### src/rtl/aes_seq_pkg.sv
// Shared types and constants for the UART-fronted AES frame sequencer.
// Latency: n/a (declarations only).
// Backpressure: n/a.
package aes_seq_pkg;

    typedef enum logic [2:0] {
        IDLE,
        RX_KEY,
        RX_PT,
        START,
        WAIT_AES,
        TX_LOAD,
        TX_WAIT
    } seq_state_t;

    // Command bytes accepted in IDLE
    localparam logic [7:0] CMD_KEY     = 8'h4B;  // 'K'
    localparam logic [7:0] CMD_ENC     = 8'h45;  // 'E'

    // Single-byte replies
    localparam logic [7:0] RPL_UNKNOWN = 8'h3F;  // '?'
    localparam logic [7:0] RPL_NO_KEY  = 8'h21;  // '!'
    localparam logic [7:0] RPL_KEY_OK  = 8'h4B;  // 'K'
    localparam logic [7:0] RPL_TIMEOUT = 8'h54;  // 'T'

    localparam int         FRAME_LEN   = 16;
    localparam logic [3:0] LAST_IDX    = 4'(FRAME_LEN - 1);
    localparam logic [4:0] LEN_SINGLE  = 5'd1;
    localparam logic [4:0] LEN_FRAME   = 5'(FRAME_LEN);

    // A single-byte reply sits in the MSB lane, which is sent first.
    function automatic logic [127:0] single_reply(input logic [7:0] code);
        return {code, 120'd0};
    endfunction

endpackage

### src/rtl/aes_frame_sequencer_if.sv
// UART byte stream and AES core signals bundled for the frame sequencer.
// Latency: n/a (wiring only).
// Backpressure: tx_ready from the UART throttles tx_enable; rx side has none.
interface aes_frame_sequencer_if;
    logic         rx_ready;
    logic [7:0]   rx_data;
    logic         tx_ready;
    logic [7:0]   tx_data;
    logic         tx_enable;
    logic [127:0] aes_key;
    logic [127:0] aes_pt;
    logic         aes_start;
    logic         aes_done;
    logic [127:0] aes_ct;
    logic         busy;
    logic         key_valid;
    logic         overrun;

    // Sequencer side
    modport slave (
        input  rx_ready, rx_data, tx_ready, aes_done, aes_ct,
        output tx_data, tx_enable, aes_key, aes_pt, aes_start,
               busy, key_valid, overrun
    );

    // UART / AES core / environment side
    modport master (
        output rx_ready, rx_data, tx_ready, aes_done, aes_ct,
        input  tx_data, tx_enable, aes_key, aes_pt, aes_start,
               busy, key_valid, overrun
    );
endinterface

### src/rtl/aes_seq_tx_ser.sv
// Reply serializer: holds up to 16 bytes and feeds them MSB-first to the UART.
// Latency: tx_enable one cycle after TX_LOAD sees tx_ready high.
// Backpressure: launches only while tx_ready=1; waits for tx_ready low->high per byte.
module aes_seq_tx_ser
    import aes_seq_pkg::*;
(
    input  logic         CLK,
    input  logic         RST,
    input  logic         load,
    input  logic [127:0] load_buf,
    input  logic [4:0]   load_len,
    input  logic         in_load,
    input  logic         in_wait,
    input  logic         tx_ready,
    output logic [7:0]   tx_data,
    output logic         tx_enable,
    output logic         byte_done,
    output logic         last_byte
);

    logic [127:0] shreg;
    logic [4:0]   remaining;
    logic         seen_low;

    // Buffer load, byte launch and the low-phase tracker of the UART handshake
    always_ff @(posedge CLK or posedge RST) begin
        if (RST) begin
            shreg     <= '0;
            remaining <= '0;
            seen_low  <= 1'b0;
            tx_data   <= '0;
            tx_enable <= 1'b0;
        end else begin
            tx_enable <= 1'b0;
            if (load) begin
                shreg     <= load_buf;
                remaining <= (load_len > LEN_FRAME) ? LEN_FRAME : load_len;
                seen_low  <= 1'b0;
            end else if (in_load && tx_ready) begin
                tx_data   <= shreg[127:120];
                tx_enable <= 1'b1;
                shreg     <= {shreg[119:0], 8'h00};
                remaining <= remaining - 5'd1;
                seen_low  <= 1'b0;
            end else if (in_wait && !tx_ready) begin
                seen_low  <= 1'b1;
            end
        end
    end

    // A byte is finished once the UART went busy and came back idle.
    assign byte_done = in_wait & seen_low & tx_ready;
    assign last_byte = (remaining == 5'd0);

endmodule

### src/rtl/aes_frame_sequencer.sv
// Command sequencer between a UART and an AES core: loads key/plaintext frames, runs AES, returns replies.
// Latency: reply launch one cycle after entering TX_LOAD with tx_ready high; aes_start in the cycle after the 16th plaintext byte.
// Backpressure: UART tx_ready gates each reply byte; rx bytes arriving while busy are dropped and flag overrun. Optional AES_SEQ_TIMEOUT_EN adds an inter-byte receive timeout.
module aes_frame_sequencer
    import aes_seq_pkg::*;
#(
    parameter int TIMEOUT_CYCLES = 1000000
) (
    input  logic                  CLK,
    input  logic                  RST,
    aes_frame_sequencer_if.slave  bus
);

    if (TIMEOUT_CYCLES < 1) begin : g_timeout_check
        $error("TIMEOUT_CYCLES must be at least 1");
    end

    seq_state_t   state;
    logic [3:0]   byte_cnt;
    logic [127:0] shift_q;
    logic [127:0] next_shift;
    logic [127:0] aes_key_q;
    logic [127:0] aes_pt_q;
    logic         aes_start_q;
    logic         key_valid_q;
    logic         overrun_q;

    logic         reply_load;
    logic [127:0] reply_buf;
    logic [4:0]   reply_len;
    logic         rx_timeout;
    logic         in_rx;
    logic         ser_byte_done;
    logic         ser_last;

    assign next_shift = {shift_q[119:0], bus.rx_data};
    assign in_rx      = (state == RX_KEY) || (state == RX_PT);

`ifdef AES_SEQ_TIMEOUT_EN
    logic [31:0] tmo_cnt;

    // Idle-cycle counter while a frame is being received; any byte restarts it
    always_ff @(posedge CLK or posedge RST) begin
        if (RST) begin
            tmo_cnt <= '0;
        end else if (!in_rx || bus.rx_ready || rx_timeout) begin
            tmo_cnt <= '0;
        end else begin
            tmo_cnt <= tmo_cnt + 32'd1;
        end
    end

    assign rx_timeout = in_rx && !bus.rx_ready && (tmo_cnt == 32'(TIMEOUT_CYCLES - 1));
`else
    assign rx_timeout = 1'b0;
`endif

    // Decide which reply, if any, gets handed to the serializer this cycle
    always_comb begin
        reply_load = 1'b0;
        reply_buf  = single_reply(RPL_UNKNOWN);
        reply_len  = LEN_SINGLE;
        unique case (state)
            IDLE: begin
                if (bus.rx_ready && bus.rx_data != CMD_KEY && bus.rx_data != CMD_ENC) begin
                    reply_load = 1'b1;
                end
            end
            RX_KEY: begin
                if (bus.rx_ready && byte_cnt == LAST_IDX) begin
                    reply_load = 1'b1;
                    reply_buf  = single_reply(RPL_KEY_OK);
                end else if (rx_timeout) begin
                    reply_load = 1'b1;
                    reply_buf  = single_reply(RPL_TIMEOUT);
                end
            end
            RX_PT: begin
                if (bus.rx_ready && byte_cnt == LAST_IDX && !key_valid_q) begin
                    reply_load = 1'b1;
                    reply_buf  = single_reply(RPL_NO_KEY);
                end else if (rx_timeout) begin
                    reply_load = 1'b1;
                    reply_buf  = single_reply(RPL_TIMEOUT);
                end
            end
            WAIT_AES: begin
                if (bus.aes_done) begin
                    reply_load = 1'b1;
                    reply_buf  = bus.aes_ct;
                    reply_len  = LEN_FRAME;
                end
            end
            default: begin
                reply_load = 1'b0;
            end
        endcase
    end

    // Main sequencer FSM with its registered outputs
    always_ff @(posedge CLK or posedge RST) begin
        if (RST) begin
            state       <= IDLE;
            byte_cnt    <= '0;
            shift_q     <= '0;
            aes_key_q   <= '0;
            aes_pt_q    <= '0;
            aes_start_q <= 1'b0;
            key_valid_q <= 1'b0;
            overrun_q   <= 1'b0;
        end else begin
            aes_start_q <= 1'b0;
            if (bus.rx_ready && !(state == IDLE || in_rx)) begin
                overrun_q <= 1'b1;
            end
            unique case (state)
                IDLE: begin
                    if (bus.rx_ready) begin
                        byte_cnt <= '0;
                        shift_q  <= '0;
                        if (bus.rx_data == CMD_KEY) begin
                            state <= RX_KEY;
                        end else if (bus.rx_data == CMD_ENC) begin
                            state <= RX_PT;
                        end else begin
                            state <= TX_LOAD;
                        end
                    end
                end
                RX_KEY: begin
                    if (bus.rx_ready) begin
                        shift_q  <= next_shift;
                        byte_cnt <= byte_cnt + 4'd1;
                        if (byte_cnt == LAST_IDX) begin
                            aes_key_q   <= next_shift;
                            key_valid_q <= 1'b1;
                            state       <= TX_LOAD;
                        end
                    end else if (rx_timeout) begin
                        byte_cnt <= '0;
                        state    <= TX_LOAD;
                    end
                end
                RX_PT: begin
                    if (bus.rx_ready) begin
                        shift_q  <= next_shift;
                        byte_cnt <= byte_cnt + 4'd1;
                        if (byte_cnt == LAST_IDX) begin
                            if (key_valid_q) begin
                                aes_pt_q    <= next_shift;
                                aes_start_q <= 1'b1;
                                state       <= START;
                            end else begin
                                state <= TX_LOAD;
                            end
                        end
                    end else if (rx_timeout) begin
                        byte_cnt <= '0;
                        state    <= TX_LOAD;
                    end
                end
                START: begin
                    state <= WAIT_AES;
                end
                WAIT_AES: begin
                    if (bus.aes_done) begin
                        state <= TX_LOAD;
                    end
                end
                TX_LOAD: begin
                    if (bus.tx_ready) begin
                        state <= TX_WAIT;
                    end
                end
                TX_WAIT: begin
                    if (ser_byte_done) begin
                        state <= ser_last ? IDLE : TX_LOAD;
                    end
                end
                default: begin
                    state <= IDLE;
                end
            endcase
        end
    end

    aes_seq_tx_ser u_tx_ser (
        .CLK       (CLK),
        .RST       (RST),
        .load      (reply_load),
        .load_buf  (reply_buf),
        .load_len  (reply_len),
        .in_load   (state == TX_LOAD),
        .in_wait   (state == TX_WAIT),
        .tx_ready  (bus.tx_ready),
        .tx_data   (bus.tx_data),
        .tx_enable (bus.tx_enable),
        .byte_done (ser_byte_done),
        .last_byte (ser_last)
    );

    assign bus.aes_key   = aes_key_q;
    assign bus.aes_pt    = aes_pt_q;
    assign bus.aes_start = aes_start_q;
    assign bus.key_valid = key_valid_q;
    assign bus.overrun   = overrun_q;
    assign bus.busy      = (state != IDLE);

endmodule

### src/flat_wrapper.sv
// flat-port wrapper written by rule: the top's interface ports become plain ports
module aes_frame_sequencer_flat import aes_seq_pkg::*;
#(
    parameter int TIMEOUT_CYCLES = 1000000
)
  (CLK, RST, bus_rx_ready, bus_rx_data, bus_tx_ready, bus_aes_done, bus_aes_ct, bus_tx_data, bus_tx_enable, bus_aes_key, bus_aes_pt, bus_aes_start, bus_busy, bus_key_valid, bus_overrun);
  aes_frame_sequencer_if bus_i ();
  input  logic CLK;
  input  logic RST;
  input wire logic [$bits(bus_i.rx_ready)-1:0] bus_rx_ready;
  input wire logic [$bits(bus_i.rx_data)-1:0] bus_rx_data;
  input wire logic [$bits(bus_i.tx_ready)-1:0] bus_tx_ready;
  input wire logic [$bits(bus_i.aes_done)-1:0] bus_aes_done;
  input wire logic [$bits(bus_i.aes_ct)-1:0] bus_aes_ct;
  output wire logic [$bits(bus_i.tx_data)-1:0] bus_tx_data;
  output wire logic [$bits(bus_i.tx_enable)-1:0] bus_tx_enable;
  output wire logic [$bits(bus_i.aes_key)-1:0] bus_aes_key;
  output wire logic [$bits(bus_i.aes_pt)-1:0] bus_aes_pt;
  output wire logic [$bits(bus_i.aes_start)-1:0] bus_aes_start;
  output wire logic [$bits(bus_i.busy)-1:0] bus_busy;
  output wire logic [$bits(bus_i.key_valid)-1:0] bus_key_valid;
  output wire logic [$bits(bus_i.overrun)-1:0] bus_overrun;
  assign bus_i.rx_ready = bus_rx_ready;
  assign bus_i.rx_data = bus_rx_data;
  assign bus_i.tx_ready = bus_tx_ready;
  assign bus_i.aes_done = bus_aes_done;
  assign bus_i.aes_ct = bus_aes_ct;
  assign bus_tx_data = bus_i.tx_data;
  assign bus_tx_enable = bus_i.tx_enable;
  assign bus_aes_key = bus_i.aes_key;
  assign bus_aes_pt = bus_i.aes_pt;
  assign bus_aes_start = bus_i.aes_start;
  assign bus_busy = bus_i.busy;
  assign bus_key_valid = bus_i.key_valid;
  assign bus_overrun = bus_i.overrun;
  aes_frame_sequencer #(.TIMEOUT_CYCLES(TIMEOUT_CYCLES)) u_core (.CLK(CLK), .RST(RST), .bus(bus_i));
endmodule
### config.mk
export PLATFORM = sky130hd
export DESIGN_NAME = aes_frame_sequencer_flat
export DESIGN_NICKNAME = d
export VERILOG_FILES = /design/src/rtl/aes_seq_pkg.sv /design/src/rtl/aes_frame_sequencer_if.sv /design/src/rtl/aes_seq_tx_ser.sv /design/src/rtl/aes_frame_sequencer.sv /design/src/flat_wrapper.sv
export SDC_FILE = /design/constraint.sdc
export NUM_CORES = 1
export LEC_CHECK = 0
export CORE_UTILIZATION = 29
export CTS_BUF_LIST = sky130_fd_sc_hd__clkbuf_16
export DETAILED_ROUTE_END_ITERATION = 10
export GPL_TIMING_DRIVEN = 1
export PLACE_DENSITY = 0.6
export SYNTH_ARGS = -nofsm -noshare
export SYNTH_HDL_FRONTEND = slang
export SYNTH_SLANG_ARGS = --single-unit
### constraint.sdc
create_clock -name CLK -period 22.7 [get_ports CLK]
set_clock_uncertainty 0.15 [all_clocks]
set_input_delay 3.405 -clock CLK [delete_from_list [all_inputs] [get_ports CLK]]
set_output_delay 3.405 -clock CLK [all_outputs]
set_load 0.01 [all_outputs]
Run 1, routed metal, one colour a layer:
Scale: 1.5 px per um. Only two layers are drawn.
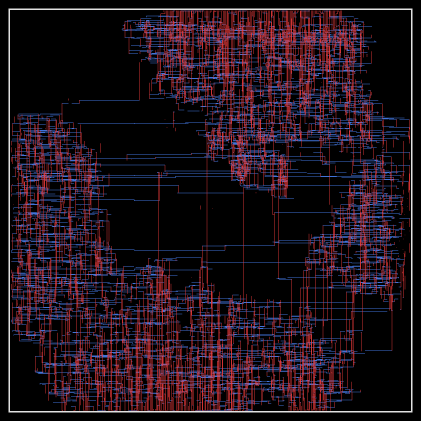
[M2] red | wire length: 27.7 mm
[M1] blue | wire length: 23.9 mm
Routed WL per cell: 20.36 um
via count: 13,610
gr usage total: 15.85%

Run 1, met3 routing:
Scale: 1.5 px per um.
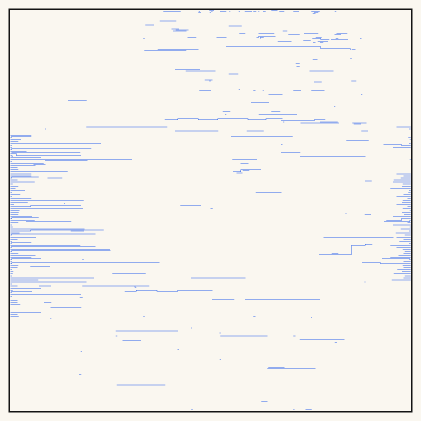
nets with wire on the layer: 218
longest straight run: 98.4 um
Post-Route WL: 57,530 um
met3 usage: 4.128%

Run 1, placed standard cells:
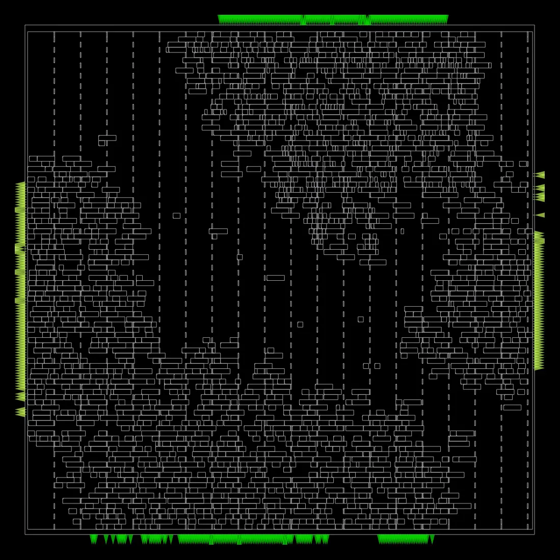
fin util: 39.36%
Post-Layout Cell Count: 2,826
number of sequential cells: 529
Fill cells: 6,557

Run 1, sequential cells coloured by netlist name:
Scale: 2 px per um. Other sequential cells in the stronger grey, the rest of the logic in the fainter grey.
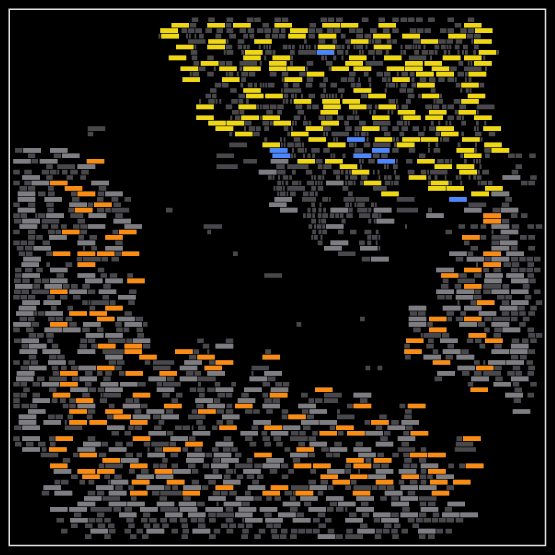
[u_core.u_tx_ser.shreg] yellow | placed flops: 128
[u_core.u_tx_ser.tx_data] blue | placed flops: 8
[u_core.shift_q] orange | placed flops: 120

==> flow_summary.json, run 1 <==
{
  "grt_pass1_wl_um": 88110,
  "diodes": 9,
  "io_buffers": 409,
  "top_cells_by_area": "dfrtp_1 65%, mux2_2 14%, a22o_1 5.5%, a22oi_1 2.1%, a221o_1 2.0%",
  "p_leak_uw": 0.01263,
  "dp_cells": 2713,
  "cp.required_ps": 23060,
  "maxSlewViolCount": 0,
  "grt_overflow": 0,
  "max_freq_ghz": 0.1612,
  "yosys-top-cells-count": "529 x dfrtp_1, 256 x mux2_2, 129 x a22o_1",
  "worst_pin_slew_ps": 1233,
  "hold_start": "u_core.u_tx_ser.tx_data[1]$_DFFE_PP0P_",
  "status": "finished, final reports clean",
  "cts_resized": 0,
  "dpl.hpwl_um": 37710,
  "route.met2.wl_um": 27740,
  "finalWorstSetupSlack_ps": 16500,
  "met2_usage_pct": 25.31,
  "p_per_area_nw_per_um2": 94.68,
  "tns_ps": 0,
  "p_int_uw": 1797,
  "place_ws_ps": 15780,
  "wl_met3_um": 3740,
  "fin_nets": 1985,
  "numSynthFlops": 529,
  "crit_start": "bus_tx_ready",
  "grt_pass1_vias": 14280,
  "top_level_ports": 410,
  "top_cell": "dfrtp_1",
  "synth.distinct_cells": 57,
  "cts_tree": "done",
  "max_slew_margin_pct": 17.78,
  "drt_pass1_iterations": 5,
  "rr_worst_depth": 6,
  "grt_max_degree": 192,
  "syn_inst": 1458,
  "hold_class": "flip-flop to flip-flop",
  "drive_above_1_share_pct": 19.51,
  "area_dominant_class": "sequential cells",
  "die_h_um": 267.4,
  "floorplan.nets": 1602,
  "cts_max_path_buffers": 3,
  "ys_cells": 1458,
  "tapCellCount": 931,
  "grt_use_met1_pct": 20.24,
  "crit_arrival_ps": 6570,
  "fin_area_um2": 27230,
  "rsz0062_at_grt": "no",
  "synth.avg_cell_area_um2": 14.01,
  "buffer_area_share_pct": 15.55,
  "drc": 0,
  "ir_drop_v": 0.00006135,
  "logic_area_um2": 6435,
  "lay_top_count": "dfrtp_1",
  "regArea_um2": 13240,
  "start_kind": "primary input",
  "crit_slowest_cell": "buf_4",
  "synthAoiAreaFrac_pct": 13.50,
  "synthSimpleGateAreaFrac_pct": 3.284,
  "path_buffers": 3,
  "busiest_layer": "met2",
  "coreArea_um2": 69190,
  "finalClockPeriodUsage_pct": 27.33,
  "cts_inserted_buffers": 57,
  "buffers": 426,
  "antenna_found_initial": 9,
  "pg_seq_uw": 1180,
  "switching_share_pct": 30.29,
  "dpl-instance-area_um2": 25340,
  "root_buffer": "clkbuf_16",
  "adder_share_pct": 0.2818
}
Run 1, cells coloured by class:
Scale: 1 px per um.
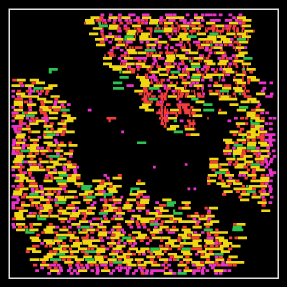

## Run 2: what changed since run 1
==> constraint.sdc (replaced) <==
create_clock -name CLK -period 5.88 [get_ports CLK]
set_clock_uncertainty 0.15 [all_clocks]
set_input_delay 0.882 -clock CLK [delete_from_list [all_inputs] [get_ports CLK]]
set_output_delay 0.882 -clock CLK [all_outputs]
set_load 0.01 [all_outputs]
Run 2, cells coloured by class:
Scale: 1 px per um.
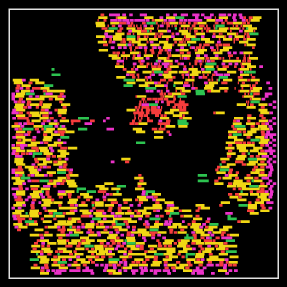
[remaining buffers and delay cells] magenta | cells: 427 | share of their area: 17%
[clock drivers and dummy loads] green | cells: 108 | share of their area: 7.4%
[remaining logic cells] red | cells: 827 | share of their area: 26%
[sequential cells] yellow | cells: 529 | share of their area: 51%
FP Rows: 96
fin util: 39.57%
post-route design area: 27,380 um^2
Seq area share: 48.35%

Run 2, placed standard cells:
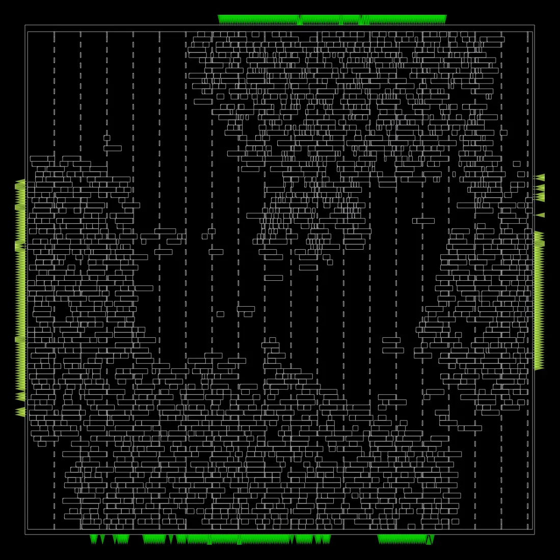
Tapcells: 931
Fill cells: 6,503

==> run 2 against run 1 <==
Combinational power rose to 3.9 times the previous value. Synthesized cell count unchanged. Register-to-register slack worse by 16000 ps. Largest power group unchanged.
==> flow_summary.json, run 2 <==
{
  "pg_seq_uw": 4560,
  "diodes": 8,
  "lay_top_count": "dfrtp_1",
  "dpl-instance-area_um2": 25430,
  "coreArea_um2": 69190,
  "drc": 0,
  "rsz0062_at_grt": "no",
  "synth.avg_cell_area_um2": 14.01,
  "grt_pass1_vias": 14110,
  "top_cell": "dfrtp_1",
  "floorplan.nets": 1602,
  "start_kind": "flip-flop",
  "finalClockPeriodUsage_pct": 62.56,
  "max_freq_ghz": 0.2719,
  "crit_start": "u_core.state[0]$_DFFE_PP0P_",
  "wl_um": 57230,
  "status": "finished, final reports clean",
  "hold_start": "u_core.u_tx_ser.shreg[22]$_DFFE_PP0P_",
  "worst_pin_slew_ps": 1005,
  "p_leak_uw": 0.01268,
  "p_int_uw": 7000,
  "drive_above_1_share_pct": 19.83,
  "finalWorstSetupSlack_ps": 2202,
  "crit_slowest_cell": "nor3_1",
  "met2_usage_pct": 25.57,
  "grt_pass1_wl_um": 87600,
  "die_h_um": 267.4,
  "regArea_um2": 13240,
  "top_level_ports": 410,
  "path_buffers": 2,
  "tns_ps": 0,
  "syn_inst": 1458,
  "synthSimpleGateAreaFrac_pct": 3.284,
  "buffers": 427,
  "dpl.hpwl_um": 37680,
  "area_dominant_class": "sequential cells",
  "ir_drop_v": 0.0002471,
  "route.met2.wl_um": 28120,
  "yosys-top-cells-count": "529 x dfrtp_1, 256 x mux2_2, 129 x a22o_1",
  "synth.distinct_cells": 57,
  "p_per_area_nw_per_um2": 366.4,
  "busiest_layer": "met2",
  "cts_resized": 0,
  "final_cells": 2830,
  "drt_pass1_iterations": 7
}
Power figures rest on the tool's default switching activity, not on a simulated workload.
